<file path="src/rtl/eth_rx_deframer.sv">
// eth_rx_deframer: GMII receive deframer stripping preamble/SFD/FCS and reporting per-frame status
module eth_rx_deframer #(
  parameter logic [47:0] MAC_ADDR = 48'h020000000001,
  parameter bit PROMISC = 1'b0,
  parameter int MIN_LEN = 64,
  parameter int MAX_LEN = 1518
) (
  input  logic        in_rxc,
  input  logic        in_rst,
  input  logic        in_rxdv,
  input  logic [7:0]  in_rxd,
  input  logic        in_rxer,
  output logic        out_rx_valid,
  output logic [7:0]  out_rx_data,
  output logic        out_rx_sof,
  output logic        out_rx_done,
  output logic [2:0]  out_rx_status,
  output logic [10:0] out_rx_len
);
  localparam logic [2:0] IDLE = 3'd0, PRE = 3'd1, DATA = 3'd2, ABORT = 3'd3, DROP = 3'd4;
  localparam logic [11:0] MIN_L = 12'(MIN_LEN);
  localparam logic [11:0] MAX_L = 12'(MAX_LEN);
  localparam logic [7:0][7:0] MAC8 = {MAC_ADDR, 16'h0000};
  logic [2:0] state, pre_cnt, ab_status;
  logic [31:0] crc, crc_nx;
  logic [10:0] cnt, cnt_nx, len_nx;
  logic [3:0][7:0] dl;
  logic uc_ok, bc_ok, hit_uc, hit_bc, addr_fail;
  function automatic logic [31:0] crc_byte(input logic [31:0] c, input logic [7:0] d);
    logic [31:0] r;
    r = c ^ {24'h0, d};
    for (int i = 0; i < 8; i++) r = r[0] ? (r >> 1) ^ 32'hEDB88320 : r >> 1;
    return r;
  endfunction
  always_comb begin
    crc_nx = crc_byte(crc, in_rxd);
    cnt_nx = &cnt ? cnt : cnt + 11'd1;
    len_nx = cnt < 11'd4 ? 11'd0 : cnt - 11'd4;
    hit_uc = uc_ok && in_rxd == MAC8[3'd7 - cnt[2:0]];
    hit_bc = bc_ok && in_rxd == 8'hFF;
    addr_fail = cnt == 11'd5 && !(PROMISC || hit_uc || hit_bc);
  end
  always_ff @(posedge in_rxc) begin
    if (in_rst) begin
      state <= IDLE;
      pre_cnt <= 3'd0;
      ab_status <= 3'd0;
      crc <= 32'hFFFFFFFF;
      cnt <= 11'd0;
      dl <= '0;
      uc_ok <= 1'b0;
      bc_ok <= 1'b0;
      out_rx_valid <= 1'b0;
      out_rx_data <= 8'd0;
      out_rx_sof <= 1'b0;
      out_rx_done <= 1'b0;
      out_rx_status <= 3'd0;
      out_rx_len <= 11'd0;
    end else begin
      out_rx_valid <= 1'b0;
      out_rx_sof <= 1'b0;
      out_rx_done <= 1'b0;
      case (state)
        IDLE: if (in_rxdv) begin
          state <= in_rxd == 8'h55 ? PRE : DROP;
          pre_cnt <= 3'd1;
        end
        PRE: if (!in_rxdv) state <= IDLE;
        else if (in_rxd == 8'hD5) begin
          state <= DATA;
          crc <= 32'hFFFFFFFF;
          cnt <= 11'd0;
          uc_ok <= 1'b1;
          bc_ok <= 1'b1;
        end else if (in_rxd == 8'h55 && pre_cnt != 3'd7) pre_cnt <= pre_cnt + 3'd1;
        else state <= DROP;
        DATA: if (!in_rxdv) begin
          state <= IDLE;
          out_rx_done <= 1'b1;
          out_rx_len <= len_nx;
          out_rx_status <= {1'b0, cnt} < MIN_L ? 3'd2 : crc != 32'hDEBB20E3 ? 3'd1 : 3'd0;
        end else begin
          crc <= crc_nx;
          cnt <= cnt_nx;
          dl <= {dl[2:0], in_rxd};
          uc_ok <= hit_uc;
          bc_ok <= hit_bc;
          out_rx_valid <= cnt >= 11'd4;
          out_rx_sof <= cnt == 11'd4;
          out_rx_data <= cnt >= 11'd4 ? dl[3] : out_rx_data;
          if (in_rxer || addr_fail || {1'b0, cnt_nx} > MAX_L) begin
            state <= ABORT;
            ab_status <= in_rxer ? 3'd4 : addr_fail ? 3'd5 : 3'd3;
          end
        end
        ABORT: if (!in_rxdv) begin
          state <= IDLE;
          out_rx_done <= 1'b1;
          out_rx_len <= len_nx;
          out_rx_status <= ab_status;
        end else cnt <= cnt_nx;
        DROP: if (!in_rxdv) state <= IDLE;
        default: state <= IDLE;
      endcase
    end
  end
endmodule

</file>
<file path="config.mk">
export PLATFORM = sky130hd
export DESIGN_NAME = eth_rx_deframer
export DESIGN_NICKNAME = d
export VERILOG_FILES = /design/src/rtl/eth_rx_deframer.sv
export SDC_FILE = /design/constraint.sdc
export NUM_CORES = 1
export LEC_CHECK = 0
export CAP_MARGIN = 0
export CORE_MARGIN = 10
export CORE_UTILIZATION = 40
export CTS_CLUSTER_DIAMETER = 200
export DETAILED_ROUTE_END_ITERATION = 8
export PLACE_DENSITY = 0.69
export SLEW_MARGIN = 20
export SYNTH_ARGS = -nofsm -noshare
export SYNTH_HDL_FRONTEND = slang
export SYNTH_SLANG_ARGS = --single-unit
</file>
<file path="constraint.sdc">
create_clock -name in_rxc -period 2.15 [get_ports in_rxc]
set_input_delay 0.3225 -clock in_rxc [delete_from_list [all_inputs] [get_ports in_rxc]]
set_output_delay 0.3225 -clock in_rxc [all_outputs]
set_load 0.01 [all_outputs]
</file>
==> run notes, run 1 <==
Main metrics from the flow reports.

The number of buffers on the longest clock path is 2. The number of gates given a new drive strength after cts came out at 3. The endpoint class of the critical path is a flop. For this design the top-level I/O count stands at 37. The internal cell power came out at about 0.0032 W. The layout cell share with drive strength beyond 1 came out at 16.4%. The setup total negative slack is 0 ps. The clock input transition at the sequential cells of the worst setup and hold paths came out at 80 ps. The largest driver fanout on the critical path is 4. At the end of the flow, the number of nets in the layout was 736. The core utilization of the finished layout is 51.3%. In this run the static leakage power is roughly 2.4 nW. The first global-routing pass estimated 23000 µm of wire. The remaining global-route overflow came out at 0. The global placement routability congestion came out at approximately 1. The effective utilization at floorplan is 40.5%. The final timing report lists a max-slew violation count of 0. The total clock sinks came out at roughly 110. CTS added clock buffers totalling 9. The transition time at the pin with the least slew margin came out at approximately 540 ps. Total power for the finished layout comes to ~0.0042 W.

Detailed placement ended at an HPWL of 10400 µm. The global router's overall resource usage came out at between 10% and 20%. The detailed-router iteration count before antenna repair is 6. The violation tally recorded at the end of detailed-routing iteration 0 is 380. The part of the Yosys area used for sequential elements came out at 41.6%.

The tightest slew margin relative to the limit is between 60% and 70%. The share of async-settable or async-resettable flops after synthesis came out at 0%. The area of the chip came out at 18400 µm². The number of antenna violations at the first check in global routing is 1. For this run, the final setup violation count is recorded as 0. The data arrival time of the worst path came out at 2350 ps. In the synthesized netlist the dominant register cell turns out to be dfxtp_1. The synth_stat.txt file lists the number of cells as ~640. The flow ran to the end, and the final reports show no timing, DRC or antenna violations. The warning total across the stage logs is 31. In this run, post-CTS hold repair placed 0 buffers. The worst setup path is launched from an input pin. The most critical min-delay path falls under input pin to flop. The via count of the first global-routing pass was 4543. By instance count after routing, the leading logic cell types are nand2_1, dfxtp_1, buf_4. The relative area change from synthesis to final layout is 26.5%. For reference, the final report shows the hold violation count at 0.

The worst-case setup margin in the final layout is 39.4 ps. The placement-stage worst setup slack is -345 ps. The pin count of the biggest net entering global routing is 76. The number of nets at floorplan came out at 657. The net switching power figure came out at 0.00104 W. The count of flip-flops with a built-in enable after synthesis came out at 0. Per the CTS log, the root buffer master is clkbuf_16. The final critical-path required period came out at 2110 ps. The number of H-tree levels came out at 3. Per the detail_route report, vias per standard cell equal roughly 5.3.

The site row count came out at 42. The max-cap check violation count is 0. Synthesis inferred 111 register bits. The portion of total power attributed to sequential cells came out at 49.0%.

The die extent in x came out at roughly 140 µm. The fraction of the cycle the final worst path needs came out at 98.2%. The type of the worst setup path is input pin to flop. The synthesized area per cell came out at 8.39 µm².

The cell area after technology mapping came out at 5350 µm². The fraction of power spent switching nets came out at 24.7%. The number of buffers inserted to repair setup after CTS is 0. The TritonCTS clock tree is yes. The count of unique library cells instantiated by Yosys is ~61. The power share of the combinational group is 11.1%. The number of DRC violations after detailed routing came out at 0. The stat command in Yosys gives a chip area of 5350 µm². The routed length per placed instance is 15.8 µm. By instance count after routing, the leading logic cell type is nand2_1. Port buffering added 36 buffers.
==> run 1: metrics by stage <==
step / instances / area (µm²) / hold WS, ps
after floorplan: 637 / 5360 / 432
after global placement: 880 / 6370 / 437
after detailed placement: 880 / 6370 / 444
after CTS: 896 / 6690 / 429
after global routing: 897 / 6760 / 454
final: 898 / 6760 / 425
==> run 1: cell families after synthesis <==
group,count (synthesis),synth area share (%)
and+or+nand+nor,241,20.5
AOI/OAI and AO/OA,139,15.6
DFF,111,41.6
xor gates and xnor gates,74,14.3
buffers and inverters,51,3.65
muxes,13,2.43
adders and majority gates,8,1.87
==> run 1: state kept, by name, summed over array words and instances, names as in the netlist, 3 cells and up <==
signal / cells
crc: 32
dl: 32
cnt: 11
out_rx_len: 11
out_rx_data: 8
ab_status: 3
out_rx_status: 3
pre_cnt: 3
state: 3
==> run 1: routing by layer <==
layer,GRT usage (%),wire [µm],part of all wire (%),vias up
met1,20.3,6640,47,2298
met4,6.52,274,1.9,0
met5,0,0,0,-
met2,23.7,6490,46,114
met3,3.60,744,5.3,20
li1,-,-,-,2363
==> run 1: final timing paths <==
| kind | slack (ps) | endpoint | startpoint | cells past startpoint |
|---|---|---|---|---|
| worst max-delay path | 40 | state[0] | in_rxd[5] | 9 |
| worst min-delay path | 430 | pre_cnt[0] | in_rst | 3 |
| worst max register to register | 120 | state[0] | cnt[2] | 8 |
| worst min register to register | 450 | dl[26] | dl[18] | 2 |
==> run 1: power groups by stage <==
| stage | logic (W) | clock network, W | registers, W |
|---|---|---|---|
| after global placement | 0.000452 | 0 | 0.00211 |
| after CTS | 0.000456 | 0.00171 | 0.00206 |
| after detailed placement | 0.000451 | 0 | 0.00211 |
| final | 0.000469 | 0.00168 | 0.00206 |
| after global routing | 0.000503 | 0.00179 | 0.00206 |
| after floorplan | 0.000282 | 0 | 0.00211 |
==> run 1: layout make-up <==
| cell class | instances | area [µm²] | area share [%] |
|---|---|---|---|
| antenna | 1 | 2.50 | 0.0370 |
| tap | 176 | 220 | 3.26 |
| sequential | 111 | 2220 | 32.9 |
| multi-input combinational | 475 | 3020 | 44.6 |
| inverter | 9 | 33.8 | 0.499 |
| clock inverter | 5 | 47.5 | 0.703 |
| clock buffer | 11 | 253 | 3.74 |
| timing repair buffer | 110 | 966 | 14.3 |
==> run 1: critical path: stages <==
cell	delay, ps
clkdlybuf4s50_1	460
buf_4	180
nor4_1	350
buf_4	170
nand4b_1	110
a21o_1	190
a41o_1	280
a21oi_1	190
a2111oi_1	110
==> run 1: Yosys cell counts (3+ instances only) <==
library cell,instances,area [µm²]
nand2_1,118,443
dfxtp_1,111,2220
a21oi_1,61,305
xnor2_1,43,377
nor2_1,42,158
clkbuf_1,37,139
xor2_1,23,201
o21ai_0,21,105
o22ai_1,19,119
nand3_1,18,90.1
nor3_1,16,80.1
mux2i_1,13,130
nand4_1,9,56.3
ha_1,8,100
inv_1,8,30.0
nor4_1,7,43.8
and2_1,6,37.5
a211oi_1,5,37.5
a31oi_1,5,31.3
or2_2,4,25.0
and3_1,3,18.8
buf_2,3,15.0
nand4b_1,3,26.3
o31ai_1,3,22.5
or3_1,3,18.8
xor2_4,3,82.6
Figure 1. Placed cells, one colour a class (run 1).
(3 px per µm) Fill, decap, tap and diode cells in grey.
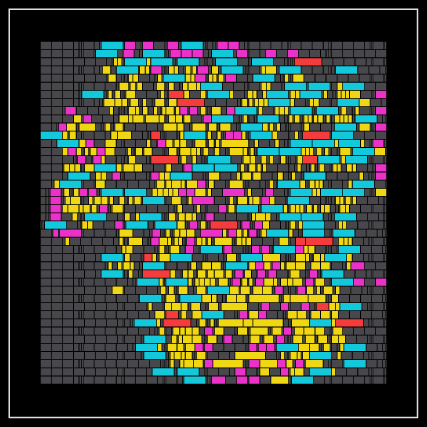
legend:
  yellow:
    class: combinational and other logic
    cells: 484
    share_of_their_area: 47%
  red:
    class: clock drivers and dummy loads
    cells: 16
    share_of_their_area: 4.6%
  cyan:
    class: flops
    cells: 111
    share_of_their_area: 34%
  magenta:
    class: other buffers and delay cells
    cells: 110
    share_of_their_area: 15%

Figure 2. Metal 2 (run 1).
(3 px per µm) Cells faint in the background.
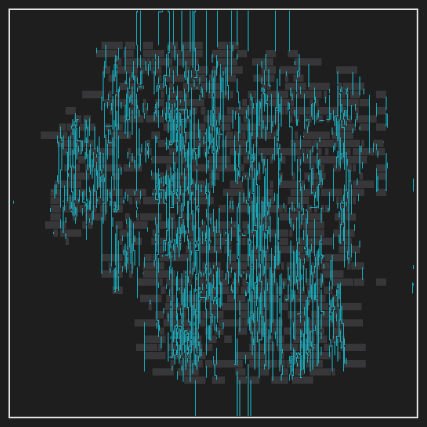
main direction: vertical
longest straight run: 38.4 µm
share of all routed wire: 46%
nets with wire on the layer: 620
routed wire length: 14100 µm
number of vias after detailed routing: 4795
met2 global-route usage: 23.7%

Figure 3. Clock wires, drivers and flops (run 1).
(3 px per µm)
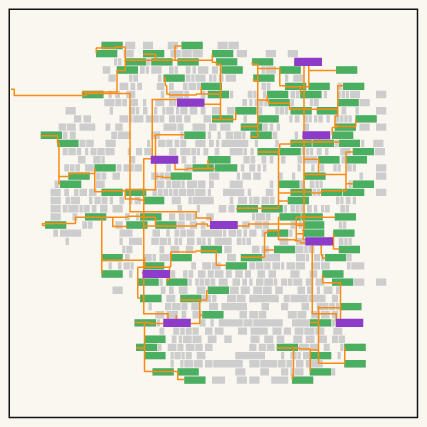
legend:
  green:
    item: flip-flops
    count: 111
  purple:
    item: clock drivers
    count: 9
  orange:
    item: clock wires
    length: 1350 µm
routed clock nets: 10
clock insertion delay at the later pin of the skew report: 360 ps
clock-net power: 0.00168 W
clock skew: 9.91 ps
Clk network pwr share: 39.9%

==> run 2, diff against run 1 <==
Settings changed: CELL_PAD_IN_SITES_DETAIL_PLACEMENT from default to 0, CELL_PAD_IN_SITES_GLOBAL_PLACEMENT from default to 1, PLACE_DENSITY 0.69 to 0.84.
==> run 2 against run 1 <==
Worst setup slack gained 37 ps. First-iteration DRC count down 8.7%. Core utilization increased by 0.095 points. Synthesized area is the same. Cell area rose by 0.18%. Register-to-register slack worse by 40 ps. Via count barely moved. Die size is the same. Non-clock buffer count is the same. Critical path type unchanged.
==> run notes, run 2 <==
Main metrics from the flow reports.

The count of flip-flops with a built-in enable after synthesis came to 0 (unchanged). The beginning of the worst register-to-register path is cnt[0]. The number of buffers inserted during clock tree synthesis came to 9 (unchanged). The routed length per placed instance came out at 15.9 µm (+1.0%). The clock input transition at the sequential cells of the worst setup and hold paths came to 80 ps (about the same). The largest registers in the layout are crc: 32 flops, dl: 32 flops. The post-synth area from yosys stat came out at 5350 µm² (unchanged). The count of unique library cells instantiated by Yosys is 61 (unchanged).

The pin count of the biggest net entering global routing is 60 (-21%). The tightest slew margin relative to the limit is 59.7% (-4.1 points). The number of H-tree levels is 3 (unchanged).

The leading cell type in the layout, fill and taps excluded is nand2_1. The detailed-router iteration count before antenna repair is 7 (+1). The I/O pin total is 37 (unchanged). The fraction of the cycle the final worst path needs came out at 96.5% (-1.7 points). TritonCTS built the clock tree. The relative area change from synthesis to final layout came out at 26.8%. The final setup violation count was 0 (unchanged). The leakage power was 2.42 nW (-0.21%). STA classifies the critical path endpoint as a flop. The fmax came out at 482 MHz. The total inserted antenna cells was 0 (-1). The effective utilization at floorplan came out at 40.5% (unchanged).

The share of async-settable or async-resettable flops after synthesis is 0% (unchanged). The quantity of I/O buffers inserted on ports is 36 (unchanged). The post-place instance area is 6340 µm² (-0.39%). The final layout net count came out at 736 (unchanged). Ranked by instance count, the synthesized netlist is headed by nand2_1, dfxtp_1, a21oi_1. In this run the worst hold path is classified as input pin to flop. The capture point of the worst register-to-register path is recorded as state[0]. The combined buffer and inverter count along the critical path is 3 (unchanged). The layout cell share with drive strength beyond 1 came to 17.6% (+1.2 points). The data arrival time of the worst path came out at 2360 ps (about the same). The slowest stage of the critical path is the clkdlybuf4s50_1 cell.

The root buffer cell is clkbuf_16. The part of the Yosys area used for sequential elements was 41.6% (unchanged). The number of antenna violations at the first check in global routing is 0 (-1). The portion of synthesized cell area occupied by the leading cell type is 41.6% (unchanged). The worst hold slack after final layout came out at 345 ps (-80.8 ps). The design area came out at 6780 µm² (+0.18%). The number of DRC violations after detailed routing came out at 0 (unchanged). The transition time at the pin with the least slew margin is 605 ps (+66.8 ps).

The global-route wire length before repair is 23300 µm (+1.4%). The power after layout was 0.00419 W (-0.25%). The number of DRC markers after the initial detailed-route iteration came out at 347 (-8.7%).

The Yosys step of the flow raised 0 warnings. The critical path goes through clkdlybuf4s50_1 -> buf_4 -> xnor2_1 -> buf_4 -> xnor2_1 -> xnor3_1 -> and3_1 -> o21ai_2. The delay contributed by the slowest stage of the critical path is 450 ps (about the same).

The number of cells in the yosys synthesis report came to 637 (unchanged). The total number of cells along the worst setup path is 8 (-1). The final critical-path required period came out at 2070 ps (-36.7 ps). Yosys attributes the largest share of cell area to dfxtp_1, nand2_1, xnor2_1, a21oi_1, xor2_1. The power density of the placed cells came out at 619 nW/µm². The number of buffers on the longest clock path is 2 (unchanged). The area of the chip is 18400 µm² (unchanged).

The largest driver fanout on the critical path is 5 (+1). The synthesized area per cell is 8.39 µm² (unchanged). The family with the most delay on the worst path is XOR/XNOR gates. The area of the core region came out at roughly 13000 µm². The post-synthesis register bit count is 111 (unchanged). The global placement routability congestion came to 0.968 (-3.1%). The worst setup path is launched from an input pin. The via count is 4793 (-0.042%). The number of nets at floorplan is 657 (unchanged). Sorting the Yosys area breakdown by cell type puts at the top dfxtp_1.

The synthesis stats list as the most numerous cell nand2_1. The floorplan step set the die height to 136 µm. The remaining global-route overflow is 0 (unchanged). The via count normalized by instance count is 5.34 (about the same). The site row count is 42 (unchanged). The cell area after technology mapping came to 5350 µm² (unchanged). The depth of the most critical reg-to-reg path is 9 (+1). The setup slack of the worst register-to-register path is 80 ps (-40 ps). The number of hold buffers added after cts came out at 0 (unchanged).

Per the power-grid run, VDD falls by no more than 405 µV. The residual antenna-violating net count after detailed routing is 0. The max-cap check violation count came out at 0 (unchanged). The primary flip-flop cell chosen by synthesis mapping is dfxtp_1. Following the worst setup path forward leads to its endpoint at crc[19].

The half-perimeter wire length after detailed placement is 10200 µm (-1.9%). The critical path starts at in_rxd[5]. The endpoint required time on the critical path is 2440 ps. The wire length reported by the detailed router came to 14300 µm (+0.92%).

The die extent in x is 136 µm (unchanged). The number of max-slew violations in the final report came to 0 (unchanged). The final count of hold timing violations came to 0 (unchanged).

The clock latency of the later-clocked register in the worst-skew pair is 360 ps (about the same). The via count of the first global-routing pass is 4597 (+1.2%). The worst setup path is of the input pin to flop kind.

The top cell types in the final layout, fill and taps aside, are nand2_1, dfxtp_1, buf_4. Setup repair after global routing could not meet its margin everywhere. The global router's overall resource usage is 15.5% (about the same). The run finished with clean final reports. The number of cells in the design after placement is 878 (-0.23%).

The count of non-filler cells in the finished layout came out at 897 (-0.11%). The number of cells produced by synthesis is around 640. The warning total across the stage logs came out at 32 (+3.2%).
[run 2: cell count changes in the layout (fill, tap and decap cells not counted), moves of 2 or more]
| cell | previous run | this run |
|---|---|---|
| clkbuf_8 | 2 | 0 |
| dfxtp_1 | 109 | 107 |
| nor4_1 | 6 | 4 |
| nor4_2 | 1 | 3 |
[run 2: worst min-delay path by stage]
stage	end	slack [ps]	depth (start not counted)	start
finish	cnt[10]	340	2	in_rst
global route	cnt[10]	380	2	in_rst
CTS	cnt[10]	340	2	in_rst
detailed placement	dl[21]	440	2	dl[13]
global placement	dl[19]	440	2	dl[11]
floorplan	dl[10]	430	2	dl[2]
[run 2: repair_timing]
item                                   4_1_cts  5_1_grt
gates cloned                                 0        1
buffers inserted                             1        1
pin swaps                                    4        6
gates resized                                2       25
setup endpoints to repair                    2       23
endpoints found under the hold margin        0        0
[run 2: final cells by class]
cell class                 count  area [µm²]
multi-input combinational    475        3050
fill                        1245        6410
clock buffer                   9         225
clock inverter                 7        71.3
tap                          176         220
inverter                       9        33.8
sequential                   111        2230
timing repair buffer         110         948
[run 2: report_power, final]
part | switching [W] | internal [W]
Combinational | 0.000234 | 0.000242
Sequential | 0.00000332 | 0.00205
Clock | 0.000837 | 0.000824
Total | 0.00107 | 0.00312
[run 2: cells by family after synthesis]
| logic type | after synthesis | synth area share (%) |
|---|---|---|
| fa+ha+maj | 8 | 1.87 |
| simple gates | 241 | 20.5 |
| buf+inv | 51 | 3.65 |
| mux | 13 | 2.43 |
| compound gates | 139 | 15.6 |
| flops | 111 | 41.6 |
| xor+xnor | 74 | 14.3 |
[run 2: metal layers]
layer | vias to the layer above | routed length (µm) | global-route usage (%)
li1 | 2357 | - | -
met1 | 2304 | 6660 | 20.2
met2 | 114 | 6790 | 25.2
met3 | 18 | 633 | 2.86
met4 | 0 | 191 | 4.67
met5 | - | 0 | 0
[run 2: metrics by stage]
stage | util [%] | TNS (ps) | setup WS (ps)
after global routing | 51.4 | -21.0 | -19.5
after detailed placement | 48.1 | -6880 | -309
after CTS | 50.4 | 0 | 7.93
after global placement | 48.1 | -6480 | -252
after floorplan | - | -15.6 | -15.6
final | 51.4 | 0 | 76.1
Figure 4. Clock wires, drivers and flops (run 2).
(3 px per µm)
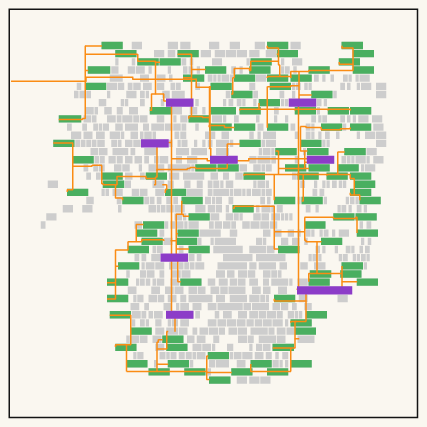
Clk network pwr share: 39.6%
clock skew: 10.6 ps
clock-net power: 0.00166 W

Figure 5. Clock routing (run 2).
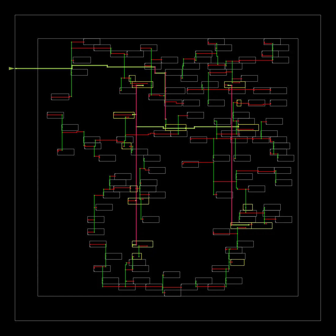
sequential cells: 111
clock sink count: 111
number of clock-tree buffers in the layout: 9

Power and IR drop assume default switching activity.
